$ cat src/rtl/frame_timing_sequencer.sv
// Purpose: line/frame timing strobe generator with shadowed Mode/X config committed at frame start.
// Latency: all outputs registered; sync appears the cycle after start is sampled in IDLE.
// Backpressure: none; timing free-runs until a stop request is honoured at a frame end.
module frame_timing_sequencer #(
  parameter int H_ACTIVE = 640,
  parameter int H_BLANK  = 16,
  parameter int V_ACTIVE = 480,
  parameter int V_BLANK  = 8
) (
  input  logic        clk,
  input  logic        rst,
  input  logic        start,
  input  logic        stop,
  input  logic        cfg_valid,
  input  logic [2:0]  cfg_mode,
  input  logic [1:0]  cfg_x,
  output logic        cfg_ack,
  output logic        f_sync,
  output logic        sync,
  output logic        endLine,
  output logic        endFrame,
  output logic [2:0]  Mode,
  output logic [1:0]  X,
  output logic [11:0] pix_cnt,
  output logic [11:0] line_cnt,
  output logic        busy
);

  typedef enum logic [2:0] {
    IDLE   = 3'd0,
    SYNC   = 3'd1,
    ACTIVE = 3'd2,
    HBLANK = 3'd3,
    VBLANK = 3'd4
  } state_t;

  localparam logic [11:0] HA_LAST = 12'(H_ACTIVE - 1);
  localparam logic [11:0] HB_LAST = 12'(H_BLANK - 1);
  localparam logic [11:0] VA_LAST = 12'(V_ACTIVE - 1);
  localparam logic [11:0] VB_LAST = 12'(V_BLANK - 1);

  state_t      r_state;
  logic [11:0] r_pix;
  logic [11:0] r_line;
  logic [11:0] r_bcnt;
  logic        r_stop_pending;
  logic        r_cfg_pending;
  logic [2:0]  r_shadow_mode;
  logic [1:0]  r_shadow_x;
  logic [2:0]  r_mode;
  logic [1:0]  r_x;
  logic        r_cfg_ack;
  logic        r_f_sync;
  logic        r_sync;
  logic        r_end_line;
  logic        r_end_frame;
  logic        r_busy;

  state_t      w_state_nxt;
  logic [11:0] w_pix_nxt;
  logic [11:0] w_line_nxt;
  logic [11:0] w_bcnt_nxt;
  logic        w_stop_clr;
  logic        w_frame_start;
  logic        w_commit;
  logic        w_end_line_nxt;

  // Next-state and counter update; blank phases share one down-the-line counter.
  always_comb begin
    w_state_nxt = r_state;
    w_pix_nxt   = r_pix;
    w_line_nxt  = r_line;
    w_bcnt_nxt  = r_bcnt;
    w_stop_clr  = 1'b0;
    case (r_state)
      IDLE: begin
        if (start) begin
          w_state_nxt = SYNC;
          w_line_nxt  = 12'd0;
          w_pix_nxt   = 12'd0;
        end
      end
      SYNC: begin
        w_state_nxt = ACTIVE;
        w_pix_nxt   = 12'd0;
      end
      ACTIVE: begin
        if (r_pix == HA_LAST) begin
          w_state_nxt = HBLANK;
          w_bcnt_nxt  = 12'd0;
        end else begin
          w_pix_nxt = r_pix + 12'd1;
        end
      end
      HBLANK: begin
        if (r_bcnt == HB_LAST) begin
          if (r_line < VA_LAST) begin
            w_line_nxt  = r_line + 12'd1;
            w_pix_nxt   = 12'd0;
            w_state_nxt = SYNC;
          end else begin
            w_state_nxt = VBLANK;
            w_bcnt_nxt  = 12'd0;
          end
        end else begin
          w_bcnt_nxt = r_bcnt + 12'd1;
        end
      end
      VBLANK: begin
        if (r_bcnt == VB_LAST) begin
          w_line_nxt = 12'd0;
          // A stop arriving in the very last blank cycle still halts this frame end.
          if (r_stop_pending || stop) begin
            w_state_nxt = IDLE;
            w_stop_clr  = 1'b1;
          end else begin
            w_state_nxt = SYNC;
            w_pix_nxt   = 12'd0;
          end
        end else begin
          w_bcnt_nxt = r_bcnt + 12'd1;
        end
      end
      default: begin
        w_state_nxt = IDLE;
      end
    endcase
  end

  // Strobes are decoded from next-state so they line up with the registered state.
  always_comb begin
    w_frame_start  = (w_state_nxt == SYNC) && (w_line_nxt == 12'd0);
    w_commit       = w_frame_start && r_cfg_pending;
    w_end_line_nxt = (w_state_nxt == ACTIVE) && (w_pix_nxt == HA_LAST);
  end

  // State and counter registers.
  always_ff @(posedge clk or posedge rst) begin
    if (rst) begin
      r_state <= IDLE;
      r_pix   <= 12'd0;
      r_line  <= 12'd0;
      r_bcnt  <= 12'd0;
    end else begin
      r_state <= w_state_nxt;
      r_pix   <= w_pix_nxt;
      r_line  <= w_line_nxt;
      r_bcnt  <= w_bcnt_nxt;
    end
  end

  // Stop request latch: ignored in IDLE unless it coincides with start (single-frame run).
  always_ff @(posedge clk or posedge rst) begin
    if (rst) begin
      r_stop_pending <= 1'b0;
    end else if (w_stop_clr) begin
      r_stop_pending <= 1'b0;
    end else if (stop && ((r_state != IDLE) || start)) begin
      r_stop_pending <= 1'b1;
    end
  end

  // Shadow config; a write coinciding with a commit stays pending for the next frame.
  always_ff @(posedge clk or posedge rst) begin
    if (rst) begin
      r_shadow_mode <= 3'b000;
      r_shadow_x    <= 2'b00;
      r_cfg_pending <= 1'b0;
      r_mode        <= 3'b000;
      r_x           <= 2'b00;
      r_cfg_ack     <= 1'b0;
    end else begin
      r_cfg_ack     <= w_commit;
      r_cfg_pending <= cfg_valid || (r_cfg_pending && !w_commit);
      if (w_commit) begin
        r_mode <= r_shadow_mode;
        r_x    <= r_shadow_x;
      end
      if (cfg_valid) begin
        r_shadow_mode <= cfg_mode;
        r_shadow_x    <= cfg_x;
      end
    end
  end

  // Registered timing strobes.
  always_ff @(posedge clk or posedge rst) begin
    if (rst) begin
      r_sync      <= 1'b0;
      r_f_sync    <= 1'b0;
      r_end_line  <= 1'b0;
      r_end_frame <= 1'b0;
      r_busy      <= 1'b0;
    end else begin
      r_sync      <= (w_state_nxt == SYNC);
      r_f_sync    <= w_frame_start;
      r_end_line  <= w_end_line_nxt;
      r_end_frame <= w_end_line_nxt && (w_line_nxt == VA_LAST);
      r_busy      <= (w_state_nxt != IDLE);
    end
  end

  assign cfg_ack  = r_cfg_ack;
  assign f_sync   = r_f_sync;
  assign sync     = r_sync;
  assign endLine  = r_end_line;
  assign endFrame = r_end_frame;
  assign Mode     = r_mode;
  assign X        = r_x;
  assign pix_cnt  = r_pix;
  assign line_cnt = r_line;
  assign busy     = r_busy;

endmodule

$ cat config.mk
export PLATFORM = sky130hd
export DESIGN_NAME = frame_timing_sequencer
export DESIGN_NICKNAME = d
export VERILOG_FILES = /design/src/rtl/frame_timing_sequencer.sv
export SDC_FILE = /design/constraint.sdc
export NUM_CORES = 1
export LEC_CHECK = 0
export CORE_AREA = 3 3 80 82
export DETAILED_ROUTE_END_ITERATION = 10
export DIE_AREA = 0 0 83 85
export GPL_TIMING_DRIVEN = 0
export PLACE_DENSITY = 0.79
export SYNTH_ARGS = -nofsm -noshare
export SYNTH_HDL_FRONTEND = slang
export SYNTH_SLANG_ARGS = --single-unit
$ cat constraint.sdc
create_clock -name clk -period 3.55 [get_ports clk]
set_input_delay 0.355 -clock clk [delete_from_list [all_inputs] [get_ports clk]]
set_output_delay 0.355 -clock clk [all_outputs]
set_load 0.005 [all_outputs]
==> images/final_clocks.png <==
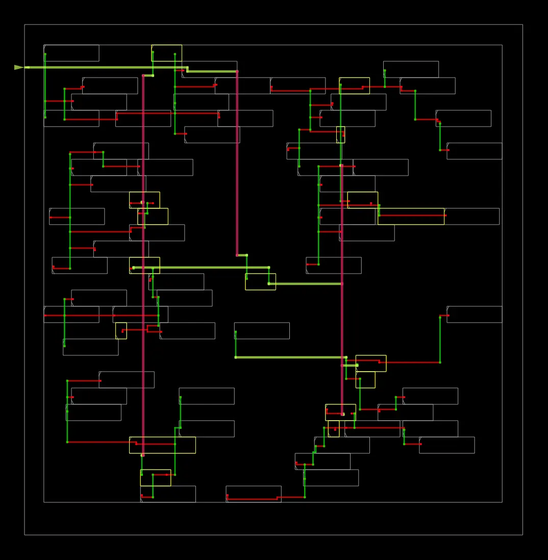
Seq cells: 57
TritonCTS Buffers: 9

==> images/gate_families.png <==
Drawn at 6 px/um.
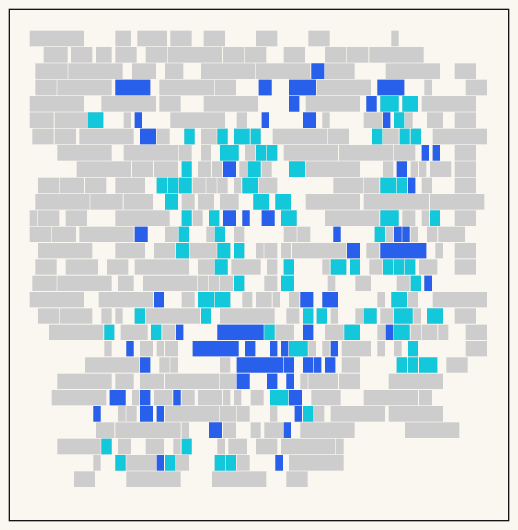
Key: inverting AOI/OAI gates = cyan [cells 75]; NOR gates = blue [cells 61]
Commonest Layout Cell: dfrtp_1
Finished Layout Cells: 473
combinational share of cell area: 41.89%

==> results.cfg <==
; synthesis and place-and-route metrics
[setup_path]
worstPathArrival_ns = 3.67
timing.rr.start = r_bcnt[11]$_DFFE_PP0P_
cp.depth = 11
crit_top_cell = or4_1
worstSetupStartpoint = r_bcnt[11]$_DFFE_PP0P_
r2r_slack_ns = 0.10
cp_top_family = simple AND/OR/NAND/NOR gates
cp-start-kind = register
slowest_delay_ns = 0.52
r2r_cells = 11
worstPathCellList = or4_1, clkbuf_1, or4_1, buf_2, nand2_2, o21ai_1, a21o_1, or4_4, nor3_4, buf_4, mux2_4
r2r-end = X[1]$_DFFE_PP0P_
cp_slowest_cell = or4_1
endpoint_kind = register

[flow_run]
maxCapViolations = 0
log.warning_count = 26

[global_route]
grt_util_met2_pct = 36.66
grt-ovfl-total = 0
use_met1_pct = 27.62
grt_antenna_before_repair = 0
grt_pass1_vias = 2700

[synthesis]
synth_dominant_cell_count = dfrtp_1
ys.warnings.count = 0
fa_ha_area_share_pct = 1.196
ff_type = dfrtp_1
synth.area.top_cells = dfrtp_1 (45%), nand3_1 (3.7%), o21ai_0 (3.5%), nor2_1 (3.3%), a21oi_1 (2.9%)
top_cell_area_share_pct = 45.45
ys_sh_mux_pct = 4.187
synth-edff-count = 0
top_cells_by_count = dfrtp_1 (57), nor2_1 (28), nand2_1 (23), nand3_1 (23), o21ai_0 (22)
yosys.area.top_type = dfrtp_1
xor_share_pct = 1.675
avgSynthCellArea_um2 = 9.395
ys_area_um2 = 3138

[clocking]
clk_path_buf_depth = 2
htreeDepth = 3
clock_latency_ns = 0.34

[place]
place_ws_ns = -0.1605
gp_congestion = 0.9184
place_hpwl_mm = 5.566
dpl.cell_count = 453

[detailed_routing]
vias_per_cell = 6.188
ant_nets = 0
routed_wl_mm = 7.771
wl_met1_mm = 3.374
top_layer_used = met4
drc = 0
wl_met2_mm = 3.784
drt_iter0_drc = 277
routedWlPerCell_um = 16.43

[sta]
setup_violations = 0
rsz0062_at_grt = no
whs_ns = 0.3367
worst_slack_ns = 0.1018
hold_viol_final = 0

[finish]
final-clk-cell-share_pct = 5.531
num-multi-input-gates = 255
num_antenna_cells = 0
finalInstanceArea_um2 = 3981
nNetsFinal = 406
syn2layout_area_growth_pct = 26.87
inverters = 8
fillers = 489
lay_top_cells = dfrtp_1 (57), clkdlybuf4s50_1 (43), nor2_1 (26), nand2_1 (23), nand3_1 (23)
dominant_cells = combinational gates

[power]
leakage_nw = 1.621
p_total_mw = 1.362
ir_drop_v = 0.0002230
powerDensity_nw_per_um2 = 342.1

[run_status]
status = completed

[die]
die_area_um2 = 7055
std_cell_rows = 28
die_h_um = 85
==> images/registers.png <==
Drawn at 4 px/um. Other sequential cells in the stronger gray, the rest of the logic in the fainter gray.
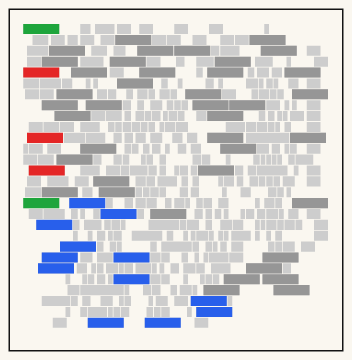
Key: r_shadow_mode = red [sequential cells 3]; r_shadow_x = green [sequential cells 2]; r_bcnt = blue [sequential cells 12]
sequential share of cell area: 35.83%
Flop area: 1426 um^2
Finished Core Util: 68.46%
sequential power: 0.658 mW

==> images/density.png <==
Drawn at 3 px/um. 8 x 8 tiles, from dark purple (low) to yellow (high), 0 to 100% covered.
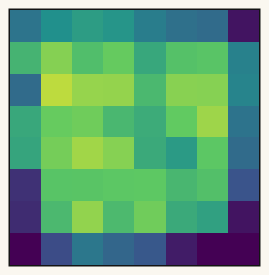
The mean over all tiles is 55%. 4.7% of the tiles are nearly empty. 25% of the tiles are over 75% full.
core area: 5816 um^2
floorplan core density: 53.96%

## kinds of logic (layout without fill, tap and decap cells)
family | Yosys count | count (layout)
AOI/OAI and AO/OA | 85 | 85
xor gates and xnor gates | 6 | 6
adders and majority gates | 3 | 3
buffers and inverters | 22 | 86
DFF | 57 | 57
muxes | 10 | 10
and+or+nand+nor | 151 | 151
## power breakdown
group	switching [mW]	internal [mW]
combinational	0.0174	0.0159
sequential	0.00271	0.655
clock	0.258	0.413
total	0.278	1.08
## repair_timing
| item | 4_1_cts | 5_1_grt |
|---|---|---|
| resized | 3 | 7 |
| hold buffers | 0 | 0 |
| setup buffers | 0 | 4 |
| pin swaps | 0 | 1 |
| endpoints found under the setup margin | 7 | 15 |
No activity file was given, so power comes from the tool's default toggle rates.
